$ cat src/rtl/sfp_clip_monitor.sv
// Per-window clip statistics for a sample-valid sfp stream: clip count, peak |in|,
// sticky clip flag and a hysteretic over-clip alarm evaluated at each window close.
module sfp_clip_monitor #(
    parameter int WIN_LEN = 1024,
    parameter int CNT_W   = 16,
    parameter int HOLD    = 4,
    parameter int WL      = 16
) (
    input  logic             clk,
    input  logic             rst_n,
    input  logic [WL-1:0]    in,
    input  logic             in_valid,
    input  logic             clipping,
    input  logic             clear,
    input  logic [CNT_W-1:0] thresh,
    output logic [CNT_W-1:0] win_cnt,
    output logic [WL-1:0]    win_peak,
    output logic             win_done,
    output logic             alarm,
    output logic             sticky
);
    // state | meaning
    // OFF   | alarm low; waiting for a window with count >= thresh
    // ON    | alarm high; hold_cnt counts consecutive clean windows
    typedef enum logic {OFF = 1'b0, ON = 1'b1} alarm_state_t;

    localparam int SMP_W  = $clog2(WIN_LEN);
    localparam int HOLD_W = $clog2(HOLD + 1);

    alarm_state_t      state_q, state_d;
    logic [HOLD_W-1:0] hold_q, hold_d, hold_inc;
    logic [SMP_W-1:0]  smp_cnt;
    logic [CNT_W-1:0]  acc_cnt, cnt_next;
    logic [WL-1:0]     acc_peak, peak_next, mag;
    logic              win_close;

    // Two's complement negate at full width: the most negative code lands on 2^(WL-1).
    assign mag       = in[WL-1] ? (~in + 1'b1) : in;
    assign cnt_next  = (clipping && (acc_cnt != {CNT_W{1'b1}})) ? acc_cnt + 1'b1 : acc_cnt;
    assign peak_next = (mag > acc_peak) ? mag : acc_peak;
    assign win_close = in_valid && (smp_cnt == SMP_W'(WIN_LEN - 1));
    assign hold_inc  = hold_q + 1'b1;
    assign alarm     = (state_q == ON);

    always_ff @(posedge clk or negedge rst_n) begin
        if (!rst_n) begin
            smp_cnt  <= '0;
            acc_cnt  <= '0;
            acc_peak <= '0;
            win_cnt  <= '0;
            win_peak <= '0;
            win_done <= 1'b0;
            sticky   <= 1'b0;
        end else if (clear) begin
            smp_cnt  <= '0;
            acc_cnt  <= '0;
            acc_peak <= '0;
            win_cnt  <= '0;
            win_peak <= '0;
            win_done <= 1'b0;
            sticky   <= 1'b0;
        end else begin
            win_done <= 1'b0;
            if (in_valid) begin
                if (clipping) begin
                    sticky <= 1'b1;
                end
                if (win_close) begin
                    win_cnt  <= cnt_next;
                    win_peak <= peak_next;
                    win_done <= 1'b1;
                    acc_cnt  <= '0;
                    acc_peak <= '0;
                    smp_cnt  <= '0;
                end else begin
                    acc_cnt  <= cnt_next;
                    acc_peak <= peak_next;
                    smp_cnt  <= smp_cnt + 1'b1;
                end
            end
        end
    end

    always_ff @(posedge clk or negedge rst_n) begin
        if (!rst_n) begin
            state_q <= OFF;
            hold_q  <= '0;
        end else if (clear) begin
            state_q <= OFF;
            hold_q  <= '0;
        end else begin
            state_q <= state_d;
            hold_q  <= hold_d;
        end
    end

    always_comb begin
        state_d = state_q;
        hold_d  = hold_q;
        if (win_close) begin
            if (thresh == '0) begin
                state_d = OFF;
                hold_d  = '0;
            end else if (cnt_next >= thresh) begin
                state_d = ON;
                hold_d  = '0;
            end else if (state_q == ON) begin
                if (hold_inc == HOLD_W'(HOLD)) begin
                    state_d = OFF;
                    hold_d  = '0;
                end else begin
                    hold_d = hold_inc;
                end
            end
        end
    end

endmodule

$ cat config.mk
export PLATFORM = sky130hd
export DESIGN_NAME = sfp_clip_monitor
export DESIGN_NICKNAME = d
export VERILOG_FILES = /design/src/rtl/sfp_clip_monitor.sv
export SDC_FILE = /design/constraint.sdc
export NUM_CORES = 1
export LEC_CHECK = 0
export CAP_MARGIN = 20
export CORE_AREA = 4 4 97 99
export CTS_CLUSTER_DIAMETER = 150
export DETAILED_ROUTE_END_ITERATION = 7
export DIE_AREA = 0 0 101 103
export DONT_BUFFER_PORTS = 1
export MAX_ROUTING_LAYER = met4
export PLACE_DENSITY = 0.8
export SYNTH_ARGS = -nofsm -noshare
export SYNTH_HDL_FRONTEND = slang
export SYNTH_SLANG_ARGS = --single-unit
$ cat constraint.sdc
create_clock -name clk -period 3.3 [get_ports clk]
set_clock_uncertainty 0.05 [all_clocks]
set_input_delay 0.66 -clock clk [delete_from_list [all_inputs] [get_ports clk]]
set_output_delay 0.66 -clock clk [all_outputs]
set_load 0.1 [all_outputs]
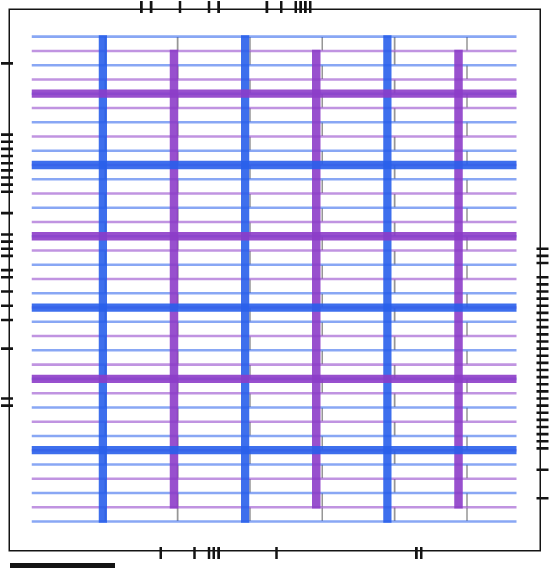
**Above:** power grid.
Scale bar: 20 um. Pins as bars on the die edge. Tap cells in gray.
| color | net |
|---|---|
| purple | VDD |
| blue | VSS |
signal pins: 72
met1 rails: 35
met5 straps: 6
rows: 34
met4 straps: 6

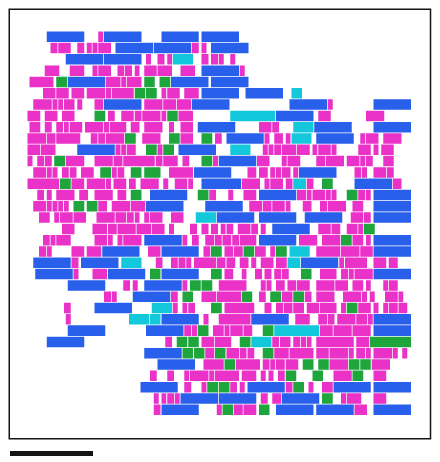
**Above:** placed cells, one color a class.
Scale bar: 20 um.
| color | class | cells |
|---|---|---|
| cyan | clock drivers and dummy loads | 16 |
| magenta | all other logic | 414 |
| blue | flip-flops | 80 |
| green | other buffers and delay cells | 64 |

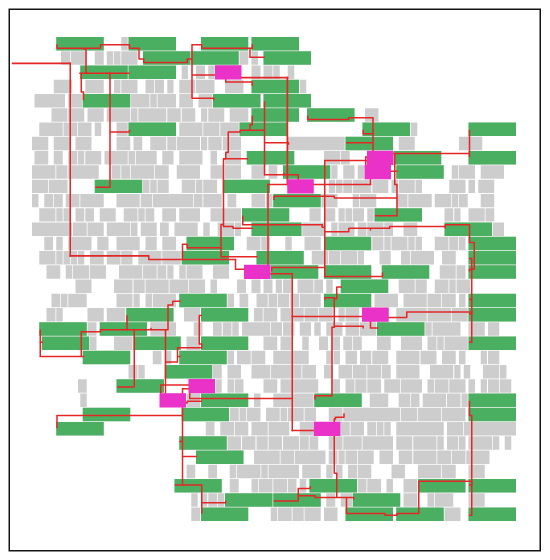
**Above:** clock distribution.
[magenta] cells driving clock nets | count: 9
[red] clock wires | length: 1020 um
[green] flip-flops | count: 80
flops lie: all over the die
routed clock nets: 10

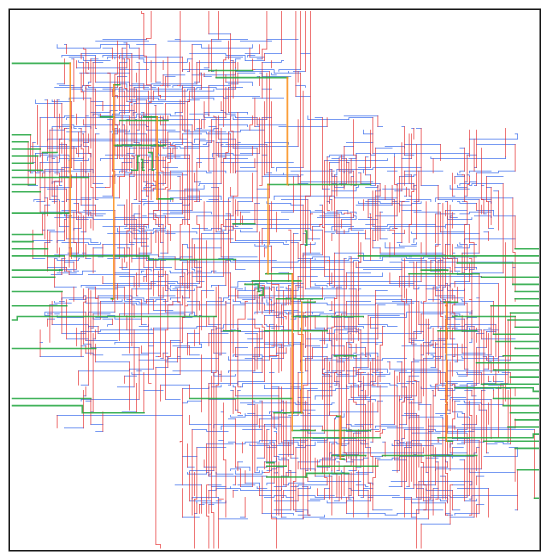
**Above:** metal layers overlaid.
| color | layer | wire length |
|---|---|---|
| blue | met1 | 5120 um |
| orange | met4 | 216 um |
| red | met2 | 6240 um |
| green | met3 | 828 um |

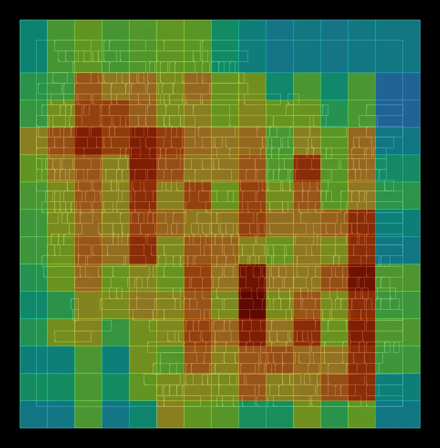
**Above:** congestion heat map.
final core utilization: 0.6814
gr usage total: 0.2373
wire per inst: 18.20 um

==> flow_summary.json <==
{
  "status": "finished, final reports clean",
  "min_path_type": "in -> async",
  "crit_family": "AND-OR/OR-AND gates",
  "cp_max_fo": 3,
  "crit_top_cell": "buf_4",
  "row_count": 34,
  "slew_violations": 0,
  "slew_headroom": 0.3347,
  "ys_cells": 514,
  "end_kind": "register",
  "ys_warn_count": 0,
  "gp_congestion": 0.9597,
  "crit_chain": "nand3_1, or2_1, a211oi_4, buf_4, xor2_2, ha_1, and2_4, a221o_1, a211oi_2, buf_4, o211ai_1, o21ai_1, a22o_1",
  "die_y_um": 103,
  "slowest_stage": "dfrtp_1",
  "nets": 643,
  "flop_cell": "dfrtp_1",
  "syn_inst": 514,
  "cts-root-buf": "clkbuf_8",
  "aoi_share": 0.1892,
  "wl_met3_um": 827,
  "fp_util": 0.5739,
  "max_freq_mhz": 305.0,
  "cap_violations": 0,
  "synth_seq_share": 0.4080,
  "cp_slowest_stage_delay_ns": 0.40,
  "n_antenna_cell": 0,
  "reg2reg_from": "acc_cnt[7]",
  "powerDensity_nw_per_um2": 389.6,
  "synthToLayoutAreaGrowth_pct": 18.74,
  "vias": 4161,
  "first_global_vias": 4128,
  "p_leak_nw": 2.771,
  "hpwl_um": 8707,
  "overflow": 0,
  "cp-start-kind": "register",
  "ys.flops": 80,
  "io_buffers": 0,
  "netlist_area_um2": 4907,
  "fin_crit_ns": 3.279,
  "worstReg2RegEnd": "hold_q[0]",
  "wl_um": 12410,
  "avgSynthCellArea_um2": 9.547,
  "edf_count": 0,
  "ys_top_logic_family": "AND-OR/OR-AND gates",
  "xor_area_frac": 0.06068,
  "synthesis.nets": 588,
  "async_flop_share": 1.000,
  "clock.latency.late_pin_ns": 0.35,
  "ctsHtreeMaxLevel": 3,
  "setup_violations": 0,
  "viasPerCell": 6.101,
  "drt_iter0_markers": 222,
  "final-hold-violation-count": 0,
  "period_used_share": 0.9936,
  "grt_setup_unrepaired": "yes",
  "grt_start_max_net_pins": 81,
  "routed-wl-met2_um": 6242,
  "drive_gt1_frac": 0.2108,
  "critPathKind": "reg -> reg",
  "ant_nets": 0,
  "reg2regPathDepth": 13,
  "ioPinCount": 72,
  "drcViolationCount": 0,
  "cp.required_ns": 3.54,
  "die_x_um": 101,
  "ys_sh_mux": 0.03672,
  "firstDrtPassIters": 5,
  "fa_ha_area_frac": 0.09434,
  "antenna_found_initial": 0,
  "finalInstanceArea_um2": 5827,
  "crit_arrival_ns": 3.52,
  "synth_cell_type_count": 57,
  "path_clk_slew_ns": 0.08,
  "ir_drop_v": 0.0002631,
  "cts_tree": "yes",
  "cts_made_buffers": 9,
  "cts_max_path_buffers": 2,
  "yosys.area_share.simple": 0.1504,
  "wl_met1_um": 5123,
  "place_area_um2": 5318,
  "grt_pass1_wl_um": 19220,
  "reg2reg_setup_slack_ns": 0.02,
  "tool_warnings": 28,
  "cts.sinks": 80,
  "core_area_um2": 8551,
  "die-area_um2": 10400,
  "tightest_slew_ns": 0.9980,
  "yosysChipArea_um2": 4907,
  "worstPathBufferInverterCount": 2,
  "top_layer": "met4"
}
final cells by class:
type | count | area [um2]
fill | 608 | 2724
multi-input combinational | 369 | 2785
tap | 108 | 135.1
timing repair buffer | 64 | 504.2
clock buffer | 10 | 137.6
sequential | 80 | 2003
clock inverter | 6 | 92.59
inverter | 45 | 168.9
stage by stage:
stage,hold WS [ns],worst slack [ns],cells,total power (W),setup TNS (ns)
finish,0.1165,0.02126,682,0.002270,0
detailed placement,0.3162,-0.3529,651,0.001390,-9.918
global route,0.1382,-0.08264,682,0.002363,-0.8416
CTS,0.1507,0.004157,669,0.002232,0
floorplan,0.3144,0.001836,514,0.001303,0
global placement,0.3161,-0.1869,651,0.001373,-5.123
cell usage in the layout (no fill, tap or decap), types with 3 or more instances in the layout:
cell	n
o31ai_1	7
nand3_1	7
ha_1	35
nor4_1	6
o21ai_1	3
mux2i_1	17
o21ai_0	57
clkbuf_8	10
nor2_1	20
nand2_1	53
buf_4	62
xor2_1	11
and2_1	3
a31oi_1	5
xnor2_1	18
nand3_2	4
nand2b_1	3
nand4_1	11
xnor2_2	3
dfrtp_1	79
inv_1	44
or3_1	5
a22o_1	30
and2_4	4
a21oi_1	13
state kept, by name (all words and copies together), names as in the netlist:
register	flops
sticky	1
smp_cnt	10
alarm	1
win_cnt	16
hold_q	3
acc_peak	16
win_done	1
acc_cnt	16
win_peak	16
timing repair:
action / in CTS / in global routing
hold buffers: 1 / 0
gates cloned: 0 / 2
pin swaps: 2 / 19
buffers inserted: 1 / 11
setup endpoints to repair: 2 / 33
resized: 3 / 31
endpoints found under the hold margin: 80 / 0
power by group:
part / internal [W] / switching, W
Combinational: 0.000189 / 0.000223
Sequential: 0.00100 / 0.0000269
Clock: 0.000449 / 0.000379
how the worst max path moves through the flow:
stage / startpoint / endpoint / slack (ns) / cells after the start
4_1_cts: acc_cnt[2] / hold_q[1] / 0.004 / 13
2_1_floorplan: in[12] / acc_peak[9] / 0.002 / 13
3_5_place_dp: in[4] / acc_peak[11] / -0.35 / 11
5_1_grt: acc_cnt[0] / hold_q[0] / -0.08 / 14
6_report: acc_cnt[7] / hold_q[0] / 0.02 / 13
3_3_place_gp: in[4] / acc_peak[13] / -0.19 / 11
layer usage:
metal  global-route usage  up-vias
met4              0.06135        0
li1                     -     1945
met1               0.2829     2056
met5                    -        -
met3              0.05277       22
met2               0.4086      138
synthesized netlist by cell type, types with 4 or more instances:
| cell | number | area (um2) |
|---|---|---|
| a21oi_1 | 13 | 65.06 |
| a22o_1 | 30 | 262.8 |
| a31oi_1 | 6 | 37.54 |
| buf_2 | 4 | 20.02 |
| buf_6 | 5 | 56.30 |
| clkbuf_1 | 10 | 37.54 |
| dfrtp_1 | 80 | 2002 |
| ha_1 | 37 | 462.9 |
| inv_1 | 45 | 168.9 |
| mux2i_1 | 18 | 180.2 |
| nand2_1 | 53 | 198.9 |
| nand3_1 | 10 | 50.05 |
| nand4_1 | 11 | 68.82 |
| nor2_1 | 21 | 78.83 |
| nor4_1 | 7 | 43.79 |
| o21ai_0 | 59 | 295.3 |
| o31ai_1 | 8 | 60.06 |
| or3_1 | 5 | 31.28 |
| xnor2_1 | 21 | 183.9 |
| xor2_1 | 13 | 113.9 |
Power is estimated from default activity; no workload was simulated.
